File: src/rtl/pipe_pkg.sv
// Shared types and helpers for the pipeline stage chain.
//   RETIRE_CNT_W   : default width of the retire counter
//   MAX_DEPTH      : largest supported chain depth
//   stage_ctrl_t   : per-stage {stall, flush} control pair
//   popcount_valid : number of set valid bits (occupancy)
package pipe_pkg;

  localparam int unsigned RETIRE_CNT_W = 64;
  localparam int unsigned MAX_DEPTH    = 16;

  typedef struct packed {
    logic stall;
    logic flush;
  } stage_ctrl_t;

  function automatic logic [4:0] popcount_valid(input logic [MAX_DEPTH-1:0] v);
    logic [4:0] n;
    n = '0;
    for (int i = 0; i < MAX_DEPTH; i++) begin
      n = n + 5'(v[i]);
    end
    return n;
  endfunction

endpackage

File: src/rtl/pipe_stage_reg.sv
// One pipeline stage register: valid bit plus WIDTH-bit payload.
// Priority: flush (drop valid, keep data) > stall (hold) > advance.
//   clk_i, reset_i : clock, asynchronous active-low reset
//   up_valid_i     : upstream entry valid
//   up_data_i      : upstream payload
//   up_stall_i     : upstream stage is stalled (its entry must not be taken)
//   ctrl_i         : this stage's {stall, flush}
//   valid_o/data_o : registered stage contents
module pipe_stage_reg
  import pipe_pkg::*;
#(
  parameter int unsigned WIDTH = 32
) (
  input  logic             clk_i,
  input  logic             reset_i,
  input  logic             up_valid_i,
  input  logic [WIDTH-1:0] up_data_i,
  input  logic             up_stall_i,
  input  stage_ctrl_t      ctrl_i,
  output logic             valid_o,
  output logic [WIDTH-1:0] data_o
);

  logic             valid_q, valid_d;
  logic [WIDTH-1:0] data_q, data_d;

  always_comb begin
    valid_d = valid_q;
    data_d  = data_q;
    if (ctrl_i.flush) begin
      valid_d = 1'b0;
    end else if (!ctrl_i.stall) begin
      // A stalled upstream keeps its entry, so we take a bubble instead.
      valid_d = up_valid_i & ~up_stall_i;
      // Payload only toggles when something real is offered.
      if (up_valid_i) begin
        data_d = up_data_i;
      end
    end
  end

  always_ff @(posedge clk_i or negedge reset_i) begin
    if (!reset_i) begin
      valid_q <= 1'b0;
      data_q  <= '0;
    end else begin
      valid_q <= valid_d;
      data_q  <= data_d;
    end
  end

  assign valid_o = valid_q;
  assign data_o  = data_q;

endmodule

File: src/rtl/pipe_stage_chain.sv
// Chain of DEPTH pipeline stages with per-stage stall/flush, automatic bubble
// insertion, retire counter, occupancy and sticky illegal-stall flag.
//   clk_i, reset_i           : clock, asynchronous active-low reset
//   in_valid_i/in_data_i     : entry offered to stage 0
//   in_ready_o               : stage 0 accepts (~stall_i[0])
//   stall_i, flush_i         : per-stage hold / invalidate
//   count_clear_i            : synchronous clear of retire_count_o
//   valid_o, data_o          : stage contents, stage k at [k*WIDTH +: WIDTH]
//   retire_o                 : final stage entry leaves this cycle
//   retire_count_o           : retired entry count (wraps)
//   occupancy_o              : number of valid stages
//   protocol_err_o           : sticky non-monotone stall flag
module pipe_stage_chain
  import pipe_pkg::*;
#(
  parameter int unsigned DEPTH = 4,
  parameter int unsigned WIDTH = 32,
  parameter int unsigned CNT_W = RETIRE_CNT_W
) (
  input  logic                       clk_i,
  input  logic                       reset_i,
  input  logic                       in_valid_i,
  input  logic [WIDTH-1:0]           in_data_i,
  output logic                       in_ready_o,
  input  logic [DEPTH-1:0]           stall_i,
  input  logic [DEPTH-1:0]           flush_i,
  input  logic                       count_clear_i,
  output logic [DEPTH-1:0]           valid_o,
  output logic [DEPTH*WIDTH-1:0]     data_o,
  output logic                       retire_o,
  output logic [CNT_W-1:0]           retire_count_o,
  output logic [$clog2(DEPTH+1)-1:0] occupancy_o,
  output logic                       protocol_err_o
);

  localparam int unsigned OCC_W = $clog2(DEPTH+1);

  logic [DEPTH-1:0] up_valid;
  logic [DEPTH-1:0] up_stall;
  logic [WIDTH-1:0] up_data [DEPTH];
  stage_ctrl_t      ctrl    [DEPTH];

  for (genvar k = 0; k < DEPTH; k++) begin : g_stage
    if (k == 0) begin : g_head
      assign up_valid[k] = in_valid_i;
      assign up_data[k]  = in_data_i;
      assign up_stall[k] = 1'b0;
    end else begin : g_body
      assign up_valid[k] = valid_o[k-1];
      assign up_data[k]  = data_o[(k-1)*WIDTH +: WIDTH];
      assign up_stall[k] = stall_i[k-1];
    end

    assign ctrl[k] = '{stall: stall_i[k], flush: flush_i[k]};

    pipe_stage_reg #(
      .WIDTH(WIDTH)
    ) u_stage (
      .clk_i     (clk_i),
      .reset_i   (reset_i),
      .up_valid_i(up_valid[k]),
      .up_data_i (up_data[k]),
      .up_stall_i(up_stall[k]),
      .ctrl_i    (ctrl[k]),
      .valid_o   (valid_o[k]),
      .data_o    (data_o[k*WIDTH +: WIDTH])
    );
  end

  assign in_ready_o = ~stall_i[0];
  assign retire_o   = valid_o[DEPTH-1] & ~stall_i[DEPTH-1] & ~flush_i[DEPTH-1];

  logic [MAX_DEPTH-1:0] valid_ext;
  assign valid_ext   = MAX_DEPTH'(valid_o);
  assign occupancy_o = OCC_W'(popcount_valid(valid_ext));

  // Retire counter: clear wins over the old value, but a same-cycle retire still counts.
  logic [CNT_W-1:0] count_q, count_d;

  always_comb begin
    count_d = count_q;
    if (count_clear_i) begin
      count_d = retire_o ? CNT_W'(1) : '0;
    end else if (retire_o) begin
      count_d = count_q + CNT_W'(1);
    end
  end

  // A stage may only stall if every stage upstream of it stalls too.
  logic stall_violation;
  assign stall_violation = |(stall_i[DEPTH-1:1] & ~stall_i[DEPTH-2:0]);

  logic err_q;

  always_ff @(posedge clk_i or negedge reset_i) begin
    if (!reset_i) begin
      count_q <= '0;
      err_q   <= 1'b0;
    end else begin
      count_q <= count_d;
      err_q   <= err_q | stall_violation;
    end
  end

  assign retire_count_o = count_q;
  assign protocol_err_o = err_q;

  valid_known_a: assert property (@(posedge clk_i) disable iff (!reset_i)
    !$isunknown(valid_o));
  occ_bound_a: assert property (@(posedge clk_i) disable iff (!reset_i)
    occupancy_o <= OCC_W'(DEPTH));

endmodule

File: config.mk
export PLATFORM = sky130hd
export DESIGN_NAME = pipe_stage_chain
export DESIGN_NICKNAME = d
export VERILOG_FILES = /design/src/rtl/pipe_pkg.sv /design/src/rtl/pipe_stage_reg.sv /design/src/rtl/pipe_stage_chain.sv
export SDC_FILE = /design/constraint.sdc
export NUM_CORES = 1
export LEC_CHECK = 0
export ABC_CLOCK_PERIOD_IN_PS = 2500
export CELL_PAD_IN_SITES_DETAIL_PLACEMENT = 1
export CELL_PAD_IN_SITES_GLOBAL_PLACEMENT = 1
export CORE_ASPECT_RATIO = 0.9
export CORE_MARGIN = 2
export CORE_UTILIZATION = 37
export CTS_CLUSTER_DIAMETER = 200
export DETAILED_ROUTE_END_ITERATION = 10
export PLACE_DENSITY = 0.82
export SETUP_SLACK_MARGIN = 0.3
export SYNTH_ARGS = -nofsm -noshare
export SYNTH_HDL_FRONTEND = slang
export SYNTH_SLANG_ARGS = --single-unit
File: constraint.sdc
create_clock -name clk_i -period 2.5 [get_ports clk_i]
set_clock_uncertainty 0.05 [all_clocks]
set_input_delay 0.375 -clock clk_i [delete_from_list [all_inputs] [get_ports clk_i]]
set_output_delay 0.375 -clock clk_i [all_outputs]
set_load 0.05 [all_outputs]
Run 1, signal wires on met3:
Drawn at 3 px/micron. Cells faint in the background.
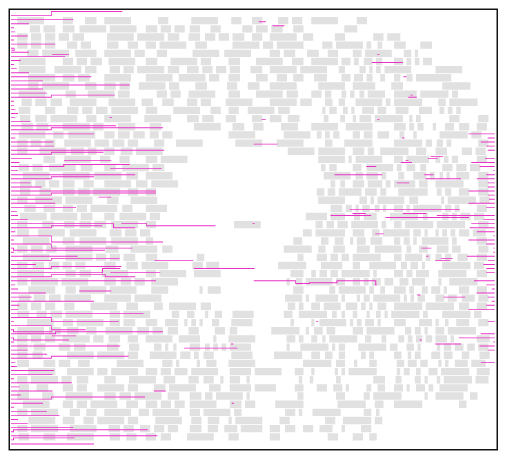
nets with wire on the layer = 178
share of all routed wire = 9.1%
DRT Wirelength: 27300 microns
vias: 6670

Run 1, routing congestion:
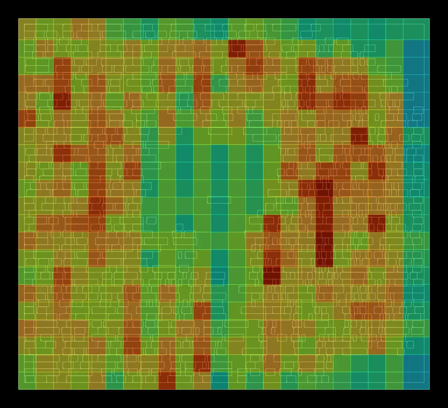
GR Util met2: 0.391
Core Util, Final: 0.569

==> impl_metrics.py, run 1 <==
# Generated from Yosys and OpenROAD reports
metrics = {
    "yosys": {
        "numSynthFlops": 197,
        "synthTopCellsByArea": "dfrtp_1 (59%), mux2_2 (17%), xnor2_1 (2.4%), a21oi_1 (2.0%), nor2_1 (1.9%)",
        "syn_area_sq_um": 8330,
        "top_area_frac": 0.592,
        "async_flop_share": 1.00,
        "flop_cell": "dfrtp_1",
        "syn-num-nets": 711,
        "yosys_cells": 663,
        "yosys_area_sq_um": 8330,
        "edf_count": 0,
        "ys_warn_count": 0,
        "yosysMostFrequentCell": "dfrtp_1",
        "avgSynthCellArea_sq_um": 12.6,
        "top_area_cell": "dfrtp_1",
    },
    "finish": {
        "area_delta_synth_final_pct": 52.4,
        "combGateArea_sq_um": 3510,
        "instances_no_fill": 1265,
        "mostFrequentLayoutCells": "clkdlybuf4s50_1 (220), dfrtp_1 (151), mux2_2 (129), dfrtp_2 (46), buf_4 (44)",
        "lay_top_count": "clkdlybuf4s50_1",
        "n_antenna_cell": 0,
        "final_layout_size_suffix_gt1_frac": 0.348,
        "ff_latch_area_sq_um": 4990,
        "nets": 1003,
    },
    "power": {
        "power_density_nw_per_um2": 739,
    },
    "cts": {
        "htree_levels": 4,
        "clk_pin_slew_worst_paths_ns": 0.07,
        "clock_latency_ns": 0.44,
        "cts_tree": "built",
        "cts_buffers": 17,
        "cts_sinks": 197,
        "clk_path_buf_depth": 2,
        "clock-root-buffer": "clkbuf_16",
    },
    "placement": {
        "postPlaceCellArea_sq_um": 11500,
        "dpl_worst_slack_ns": -0.160,
        "place_inst": 1201,
        "dp_hpwl_microns": 17600,
        "gp_congestion": 0.771,
    },
    "setup_path": {
        "reg2reg_depth": 6,
        "critPathKind": "reg -> out",
        "cp.arrival_ns": 2.03,
        "crit_required_ns": 2.08,
        "critical_path.max_fanout": 3,
        "worst_setup_path_end_kind": "output port",
        "r2r_end": "retire_count_o[62]",
    },
    "hold_path": {
        "hold_start": "count_clear_i",
        "holdPathStages": 2,
        "hp-class": "in -> reg",
        "hold_end": "retire_count_o[11]",
    },
    "floorplan": {
        "fp_util": 0.373,
        "io_pins": 246,
        "die_area_sq_um": 23700,
        "fp-row-count": 52,
    },
    "grt": {
        "grt_max_degree": 71,
        "grt_overflow": 0,
        "grt_pass1_vias": 7324,
        "grt_pass1_wl_microns": 42300,
        "antenna_found_initial": 2,
    },
    "timing": {
        "relSlewSlack": 0.535,
        "worst_pin_slew_ns": 0.698,
        "rsz0062_at_grt": "yes",
        "fmax_ghz": 0.408,
        "setup_viol": 0,
        "period_minus_slack_ns": 2.45,
        "hold_viol_final": 0,
    },
    "run": {
        "maxCapViolCount": 0,
        "warnings": 29,
    },
    "detailed_routing": {
        "wl_per_cell_microns": 21.6,
        "dr.pass1.iters": 4,
        "via_per_inst": 5.27,
        "ant_nets": 0,
        "route.detailed.drc": 0,
    },
    "outcome": {
        "status": "finished clean",
    },
}
Run 1, ports around the boundary:
Drawn at 3 px/micron. Pins as bars across the die edge, other pins in gray.
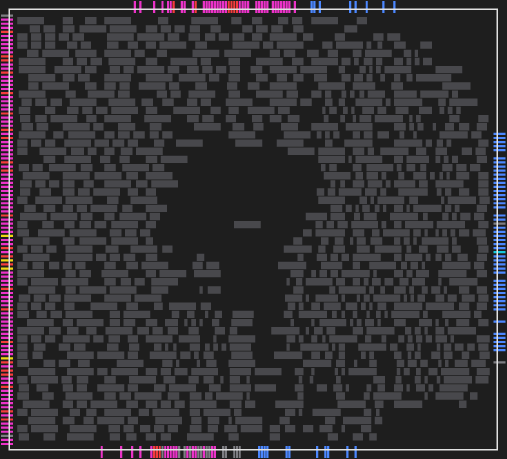
count_clear_i -> cyan  # pins 1, direction input, edge right
in_data_i -> red  # pins 32, direction input, edge 23 left, 6 top, 3 bottom
flush_i -> yellow  # pins 4, direction input, edge left
data_o -> magenta  # pins 128, direction output, edge 77 left, 35 top, 16 bottom
retire_count_o -> blue  # pins 64, direction output, edge 45 right, 11 bottom, 8 top
Die Wd: 162 microns
Die Y: 146 microns

-- run 1: report_power, final --
| group | internal, W | switching (W) | total, W |
|---|---|---|---|
| clock network | 0.00139 | 0.00142 | 0.00281 |
| registers | 0.00355 | 0.000308 | 0.00385 |
| logic | 0.000951 | 0.00176 | 0.00272 |
-- run 1: metrics by stage --
step	utilization	hold WS (ns)	TNS, ns
after floorplan	-	0.0294	0
after global placement	0.514	0.402	-0.229
after detailed placement	0.514	0.406	-1.55
after CTS	0.555	0.235	0
after global routing	0.569	0.268	0
final	0.569	0.249	0
-- run 1: worst max path at each step --
| stage | start | endpoint | slack (ns) |
|---|---|---|---|
| global route | g_stage[0].u_stage.valid_o | occupancy_o[1] | 0.0009 |
| global placement | stall_i[3] | retire_count_o[52] | -0.04 |
| CTS | g_stage[3].u_stage.valid_o | occupancy_o[1] | 0.04 |
| detailed placement | flush_i[3] | retire_count_o[56] | -0.16 |
| finish | g_stage[0].u_stage.valid_o | occupancy_o[1] | 0.05 |
| floorplan | retire_count_o[2] | retire_count_o[62] | 0.09 |
-- run 1: kinds of logic (layout without fill, tap and decap cells) --
group                      count (synthesis)  after routing  share of synthesized area
DFF                                      197            197                      0.592
and+or+nand+nor                          181            182                      0.119
muxes                                    132            132                      0.178
AOI/OAI and AO/OA                         70             70                     0.0467
buffers and inverters                     48            352                     0.0248
xor gates and xnor gates                  31             31                     0.0326
adders and majority gates                  4              4                    0.00691
-- run 1: worst max-delay path, stage by stage (launching register included) --
cell and delay [ns]:
dfrtp_1 0.37, inv_2 0.07, fa_1 0.55, inv_2 0.05, ha_4 0.16, ha_4 0.27, buf_12 0.13
-- run 1: registers in the layout, indices dropped and copies added (netlist names) --
register                 count
g_stage.u_stage.valid_o      4
retire_count_o              64
g_stage.u_stage.data_o     128
protocol_err_o               1
-- run 1: what timing repair did --
action,4_1_cts,5_1_grt
pin swaps,11,16
gates resized,21,64
hold buffers,1,0
gates cloned,3,0
hold endpoints to repair,65,0
setup endpoints to repair,24,55
buffers inserted,20,8
-- run 1: cell type report --
cell class	count	area share
multi-input cells	419	0.276
well taps	297	0.0293
clock inverters	14	0.0136
repair buffers	306	0.250
clock buffers	18	0.0346
flip-flops and latches	197	0.393
inverters	14	0.00414
-- run 1: per-layer routing --
layer  wire length (microns)  GRT usage  up-vias
met1                   10400      0.272     3427
met3                    2490     0.0977       41
met4                     512     0.0540        2
met5                      11          0        -
met2                   13900      0.391      225
li1                        -          -     2975
==> run 2, diff against run 1 <==
Settings changed: CORE_MARGIN 2 to 4, REMOVE_ABC_BUFFERS from default to 1.
Run 2, ports around the boundary:
Drawn at 3 px/micron. Pins as bars across the die edge, other pins in gray.
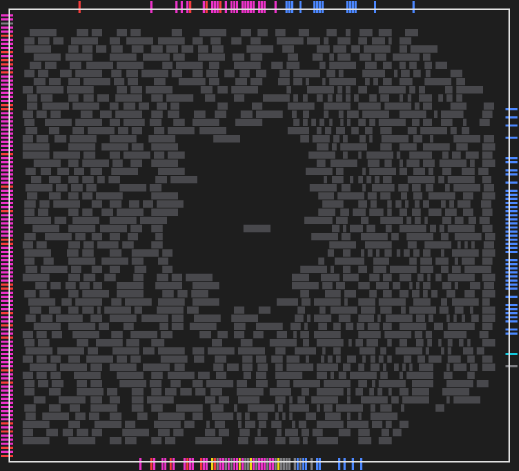
retire_count_o -> blue  # pins 64, direction output, edge 41 right, 14 top, 9 bottom
data_o -> magenta  # pins 128, direction output, edge 85 left, 22 bottom, 21 top
flush_i -> yellow  # pins 4, direction input, edge bottom
in_data_i -> red  # pins 32, direction input, edge 23 left, 5 bottom, 4 top
count_clear_i -> cyan  # pins 1, direction input, edge right

Run 2, routed metal per tile:
Drawn at 2 px/micron. 33 x 30 tiles, from dark blue (low) to red (high), scaled to the fullest tile. Values are wire area over tile area, all layers added.
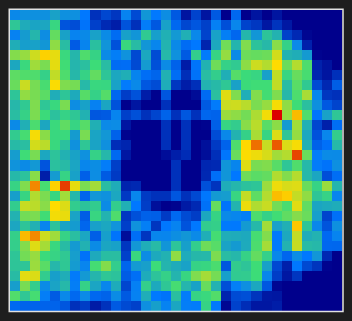
mean over tiles = 0.20
densest ninth of the die = middle right
tiles over half the peak = 22%
nearly empty tiles = 11%
WL/cell: 23.2 microns
DRT Wirelength: 29600 microns
GRT Overall Usage: 0.222

Run 2, signal wires on met2:
Drawn at 3 px/micron. Cells faint in the background.
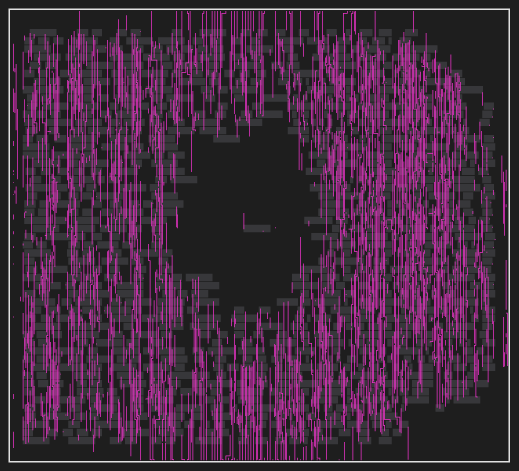
main direction = vertical
share of all routed wire = 51%
nets with wire on the layer = 982
wire length on this layer = 15000 microns

==> run 2 against run 1 <==
  * First-iteration DRC count up 28%
  * Clock-buffer cell count unchanged
  * Global-route usage down 0.80 points
  * Sequential power about the same
  * Register-to-register slack worse by 0.06 ns
  * Critical path type unchanged
  * Via count up 2.4%
  * Combinational power about the same
  * Synthesized cell count unchanged
  * Core utilization up 2.2 points
==> impl_metrics.py, run 2 <==
# Generated from Yosys and OpenROAD reports
metrics = {
    "yosys": {
        "common_cells": "dfrtp_1 (197), mux2_2 (129), nor2_1 (42), a21oi_1 (34), clkbuf_1 (28)",
        "synth.distinct_cells": 40,
        "yosys_cells": 663,
        "synthCells": 663,
        "numSynthFlops": 197,
        "async_flop_share": 1.00,
        "flop_cell": "dfrtp_1",
        "avgSynthCellArea_sq_um": 12.6,
        "yosysMostFrequentCell": "dfrtp_1",
        "yosys_area_sq_um": 8330,
        "ys_warn_count": 0,
        "top_area_frac": 0.592,
        "yosys.stat.seqShare": 0.592,
        "synthTopCellsByArea": "dfrtp_1 (59%), mux2_2 (17%), xnor2_1 (2.4%), a21oi_1 (2.0%), nor2_1 (1.9%)",
        "top_area_cell": "dfrtp_1",
        "syn_area_sq_um": 8330,
        "edf_count": 0,
    },
    "setup_path": {
        "critical_path.max_fanout": 2,
        "crit_required_ns": 2.08,
        "regToRegSetupSlack_ns": 0.13,
        "r2r_end": "retire_count_o[48]",
        "reg2reg_depth": 10,
        "worst_setup_path_end_kind": "output port",
        "cp.arrival_ns": 2.01,
        "critPathKind": "reg -> out",
        "critPathLaunchType": "flop",
        "r2r_start": "g_stage[3].u_stage.valid_o",
    },
    "detailed_routing": {
        "route.detailed.drc": 0,
        "dr.pass1.iters": 4,
        "vias": 6832,
        "ant_nets": 0,
        "drt_iter0_drc": 458,
        "via_per_inst": 5.36,
    },
    "finish": {
        "mostFrequentLayoutCells": "clkdlybuf4s50_1 (198), dfrtp_1 (196), mux2_2 (128), buf_4 (54), nor2_1 (41)",
        "combGateArea_sq_um": 3670,
        "n_antenna_cell": 0,
        "lay_top_count": "clkdlybuf4s50_1",
        "nets": 1018,
        "fillers": 2132,
        "fin_util": 0.591,
        "ff_latch_area_sq_um": 4930,
        "area_delta_synth_final_pct": 55.2,
        "final_layout_size_suffix_gt1_frac": 0.336,
        "largest_reg_flops": 128,
    },
    "cts": {
        "cts_buffers": 17,
        "clock-root-buffer": "clkbuf_16",
        "cts_tree": "built",
        "clk_path_buf_depth": 2,
        "clock_latency_ns": 0.44,
        "htree_levels": 4,
        "cts_sinks": 197,
        "clk_pin_slew_worst_paths_ns": 0.08,
    },
    "floorplan": {
        "io_pins": 246,
        "coreArea_sq_um": 21900,
        "die_width_microns": 166,
        "die_y_microns": 150,
        "die_area_sq_um": 25000,
        "fp_util": 0.381,
        "fp-row-count": 51,
    },
    "timing": {
        "hold_viol_final": 0,
        "setup_ws_ns": 0.0694,
        "finalMaxSlewViolations": 0,
        "fmax_ghz": 0.411,
        "setup_viol": 0,
        "fin_crit_sh": 0.972,
        "rsz0062_at_grt": "yes",
        "period_minus_slack_ns": 2.43,
        "relSlewSlack": 0.530,
        "worst_pin_slew_ns": 0.705,
    },
    "power": {
        "power_density_nw_per_um2": 731,
        "p_leak_nw": 6.03,
        "peakVddDrop_mv": 0.453,
    },
    "placement": {
        "dpl_worst_slack_ns": -0.286,
        "gp_congestion": 0.803,
        "io_buffers": 245,
        "dp_hpwl_microns": 18700,
    },
    "grt": {
        "grt_pass1_vias": 7541,
        "grt_util_met2": 0.382,
        "grt_pass1_wl_microns": 44000,
        "met3_usage": 0.102,
        "grt_overflow": 0,
        "busiest_layer": "met2",
        "use_met1": 0.257,
        "grt_max_degree": 80,
        "antenna_found_initial": 0,
    },
    "outcome": {
        "status": "finished clean",
    },
    "hold_path": {
        "hold_start": "g_stage[3].u_stage.data_o[2]",
        "hp-class": "reg -> reg",
        "holdPathStages": 1,
        "hold_end": "g_stage[3].u_stage.data_o[2]",
    },
    "run": {
        "maxCapViolCount": 0,
        "warnings": 27,
    },
}
==> run 2: cell counts after synthesis <==
No cell type changed its count.
==> run 2: layer usage <==
layer	up-vias	wire, microns
li1	3004	-
met1	3542	11100
met2	243	15000
met3	43	2900
met4	0	589
met5	-	0
==> run 2: where the power goes <==
group	total (W)	internal [W]	switching, W
Combinational	0.00275	0.000952	0.00180
Sequential	0.00386	0.00355	0.000318
Clock	0.00284	0.00137	0.00147
==> run 2: timing repair <==
item / in CTS / in global routing
hold buffers: 1 / 0
pin swaps: 27 / 35
gates cloned: 2 / 2
endpoints found under the hold margin: 72 / 0
gates resized: 40 / 120
endpoints found under the setup margin: 33 / 62
setup buffers: 19 / 3
==> run 2: cells by family (layout without fill, tap and decap cells) <==
group                      Yosys count  count (layout)  share of synthesized area
muxes                              132             132                      0.178
buffers and inverters               48             367                     0.0248
adders and majority gates            4               4                    0.00691
DFF                                197             197                      0.592
xor gates and xnor gates            31              31                     0.0326
and+or+nand+nor                    181             182                      0.119
AOI/OAI and AO/OA                   70              70                     0.0467
==> run 2: how the worst max path moves through the flow <==
stage	from	end	slack, ns	cells after the start
after detailed placement	flush_i[3]	retire_count_o[40]	-0.29	8
after global routing	g_stage[0].u_stage.valid_o	occupancy_o[1]	0.005	6
after global placement	flush_i[3]	retire_count_o[56]	-0.20	8
after floorplan	g_stage[3].u_stage.valid_o	retire_count_o[58]	-1.91	5
after CTS	g_stage[0].u_stage.valid_o	occupancy_o[1]	0.07	6
final	g_stage[3].u_stage.valid_o	occupancy_o[1]	0.07	6
==> run 2: metrics by stage <==
stage                     power [W]  hold slack, ns  cells  area, sq um  setup TNS (ns)
after detailed placement    0.00666           0.432   1215        11500           -4.87
after floorplan             0.00547          0.0294    629         8180         -229.29
after CTS                   0.00951           0.413   1269        12400               0
final                       0.00946           0.462   1274        12900               0
after global placement      0.00657           0.410   1215        11500           -2.29
after global routing        0.00982           0.460   1274        12900               0
==> run 2: cell type report <==
class                      instances  area share
sequential                       197       0.381
timing repair buffer             321       0.256
multi-input combinational        419       0.283
clock buffer                      18      0.0332
tap                              291      0.0282
inverter                          14     0.00406
clock inverter                    14      0.0140
==> run 2: worst max-delay path, stage by stage, from the launching register on <==
cell     delay, ns
dfrtp_1       0.37
inv_2         0.05
fa_1          0.55
inv_2         0.05
ha_4          0.16
ha_4          0.26
buf_12        0.12
==> run 3, diff against run 2 <==
Settings changed: CORE_UTILIZATION 37 to 38, PLACE_DENSITY 0.82 to 0.83, SYNTH_HIERARCHICAL from default to 1.
Run 3, routing congestion:
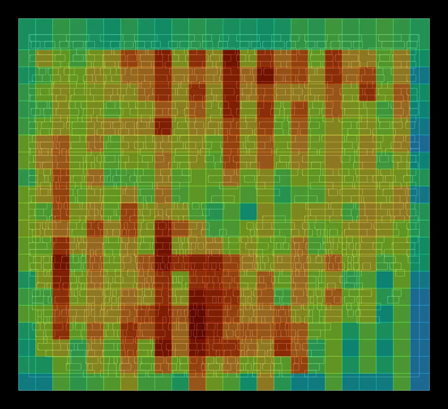
WL/cell: 22.8 microns
met3 usage: 0.0512
GRT Overall Usage: 0.231

Run 3, signal wires on met2:
Drawn at 3 px/micron. Cells faint in the background.
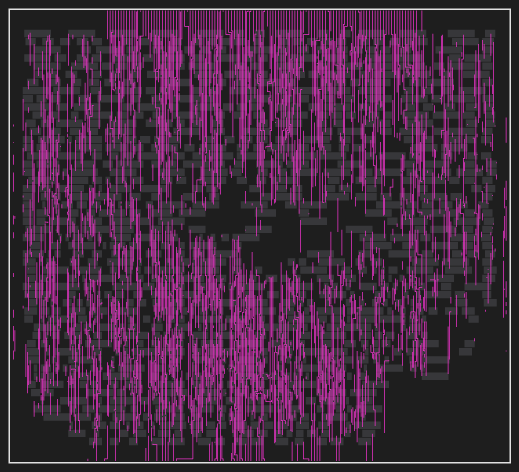
main direction = vertical
wire length on this layer = 16300 microns
nets with wire on the layer = 1034
longest straight run = 61.1 microns

Run 3, signal wires on met3:
Drawn at 3 px/micron. Cells faint in the background.
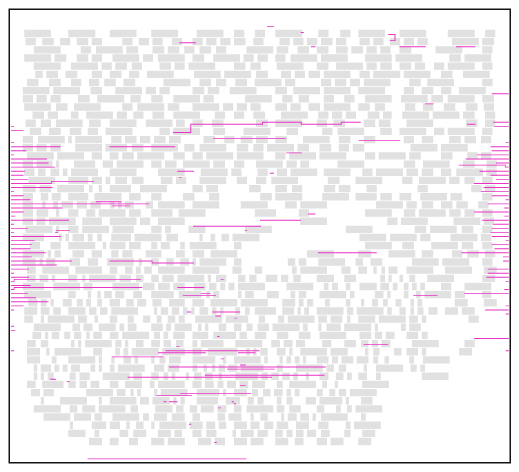
main direction = horizontal
longest straight run = 52.7 microns

==> run 3 against run 2 <==
  * The flow now finishes with violations (negative setup slack)
  * Routed wire length increased by 2.0%
  * Critical path depth rose by 1
  * Hold slack got worse by 0.047 ns
  * Clock power hardly changed
  * Maximum frequency shrank 6.6%
  * Combinational power is 23% lower
  * Clock-buffer cell count shrank 1
  * Cell count up 3.9%
  * Power fell by 8.6%
  * Core utilization rose by 1.4 points
  * Via count up 2.2%
  * Non-clock buffer count rose by 23
  * Critical endpoint unchanged
  * Largest cell class unchanged
==> impl_metrics.py, run 3 <==
# Generated from Yosys and OpenROAD reports
metrics = {
    "power": {
        "p_leak_nw": 6.45,
        "peakVddDrop_mv": 0.454,
        "power_density_nw_per_um2": 651,
    },
    "finish": {
        "fin_util": 0.605,
        "nets": 1068,
        "largest_reg_flops": 128,
        "lay_top_count": "dfrtp_1",
        "fillers": 2211,
        "final_layout_size_suffix_gt1_frac": 0.325,
        "n_antenna_cell": 0,
    },
    "timing": {
        "hold_viol_final": 0,
        "setup_ws_ns": -0.103,
        "relSlewSlack": 0.571,
        "setup_tns_ns": -0.639,
        "finalMaxSlewViolations": 0,
        "setup_viol": 14,
        "worst_pin_slew_ns": 0.643,
        "fmax_ghz": 0.384,
        "rsz0062_at_grt": "yes",
        "whs_ns": 0.414,
        "period_minus_slack_ns": 2.60,
    },
    "floorplan": {
        "fp-row-count": 51,
        "die_width_microns": 166,
        "die_area_sq_um": 25100,
        "fp_util": 0.391,
        "io_pins": 246,
        "die_y_microns": 151,
    },
    "setup_path": {
        "critPathLaunchType": "flop",
        "r2r_start": "g_stage[3].u_stage/valid_o",
        "critPathKind": "reg -> out",
        "regToRegSetupSlack_ns": -0.10,
        "timing.critical_path.mode_cell": "ha_4",
        "worst_setup_path_end_kind": "output port",
        "reg2reg_depth": 7,
        "r2r_end": "retire_count_o[36]",
    },
    "hold_path": {
        "hold_end": "retire_count_o[19]",
        "holdPathStages": 2,
        "hold_start": "count_clear_i",
    },
    "outcome": {
        "status": "finished, violations left",
        "violations": "negative setup slack",
    },
    "yosys": {
        "yosys_area_sq_um": 8590,
        "ys_warn_count": 6,
        "avgSynthCellArea_sq_um": 12.5,
        "synthAdderAreaFrac": 0.00670,
        "yosysMostFrequentCell": "dfrtp_1",
        "synthXorXnorAreaFrac": 0.0357,
        "top_area_frac": 0.574,
        "synthMuxAreaShare": 0.170,
        "synthCells": 688,
        "yosys_cells": 688,
        "edf_count": 0,
        "ys_sh_simple": 0.144,
        "numSynthFlops": 197,
        "synthTopCellsByArea": "dfrtp_1 (57%), mux2_2 (16%), xnor2_1 (2.8%), a21oi_1 (1.9%), nor2_1 (1.7%)",
        "logic_family": "multiplexers",
        "async_flop_share": 1.00,
        "compound_area_frac": 0.0382,
    },
    "detailed_routing": {
        "route.detailed.drc": 0,
        "ant_nets": 0,
        "drt_iter0_drc": 387,
        "dr.pass1.iters": 4,
        "wirelength_microns": 30200,
        "vias": 6982,
    },
    "placement": {
        "gp_congestion": 0.851,
        "dp_hpwl_microns": 21000,
        "io_buffers": 245,
    },
    "cts": {
        "clock_latency_ns": 0.43,
        "clock-root-buffer": "clkbuf_16",
        "clk_path_buf_depth": 2,
        "clk_pin_slew_worst_paths_ns": 0.08,
        "cts_tree": "built",
        "cts_buffers": 17,
        "cts_sinks": 197,
        "htree_levels": 4,
    },
    "grt": {
        "grt_pass1_vias": 7615,
        "grt_pass1_wl_microns": 45300,
        "grt_max_degree": 69,
    },
    "run": {
        "warnings": 27,
    },
}
run 3: per-stage QoR:
step	area [sq um]	power (W)	std cells	setup WS (ns)
CTS	12900	0.00873	1317	-0.0803
global route	13300	0.00896	1324	-0.179
global placement	11900	0.00580	1274	-0.620
finish	13300	0.00864	1324	-0.103
detailed placement	11900	0.00588	1274	-0.719
floorplan	8380	0.00493	657	-0.589
run 3: worst max-delay path: cells and delay by family (launching register included):
family / cells / cell delay, ns
flip-flops: 1 / 0.39
adder cells (fa/ha/maj): 3 / 1.01
buffers and inverters: 4 / 0.36
run 3: final cells by class:
class / instances / area (sq um) / share of cell area
flip-flops and latches: 197 / 4930 / 0.371
clock buffers: 17 / 425 / 0.0320
clock inverters: 15 / 173 / 0.0130
multi-input cells: 444 / 3820 / 0.287
inverters: 16 / 65.1 / 0.00490
repair buffers: 344 / 3510 / 0.264
well taps: 291 / 364 / 0.0274
run 3: cells by family after synthesis:
group | Yosys count
xor+xnor | 35
other cells | 1
fa+ha+maj | 4
buf+inv | 47
compound gates | 61
flops | 197
mux | 130
simple gates | 213
run 3: timing repair:
| action | 4_1_cts | 5_1_grt |
|---|---|---|
| gates cloned | 1 | 0 |
| pin swaps | 53 | 28 |
| gates resized | 93 | 83 |
| buffers inserted | 9 | 7 |
| endpoints found under the hold margin | 63 | 0 |
| hold buffers | 1 | 0 |
| setup endpoints to repair | 65 | 86 |
run 3: power breakdown:
group          switching, W  total, W  internal, W
combinational       0.00138   0.00212     0.000741
clock               0.00146   0.00283      0.00137
sequential         0.000236   0.00370      0.00346
total               0.00308   0.00864      0.00557
run 3: routing by layer:
metal,global-route usage,wire [microns],vias up
met5,0,0,-
met4,0.0658,696,0
met3,0.0512,1370,48
met2,0.419,16300,180
met1,0.278,11800,3629
li1,-,-,3125
run 3: worst max path at each step:
stage                                          start                  to  slack (ns)  cells after the start
final                     g_stage[3].u_stage/valid_o      occupancy_o[1]       -0.10                      7
after global routing      g_stage[3].u_stage/valid_o  retire_count_o[36]       -0.18                      7
after CTS                 g_stage[3].u_stage/valid_o      occupancy_o[1]       -0.08                      7
after detailed placement                  stall_i[3]  retire_count_o[63]       -0.72                      6
after global placement                    stall_i[3]  retire_count_o[63]       -0.62                      6
after floorplan           g_stage[3].u_stage/valid_o  retire_count_o[61]       -0.59                      6
No activity file was given, so power comes from the tool's default toggle rates.
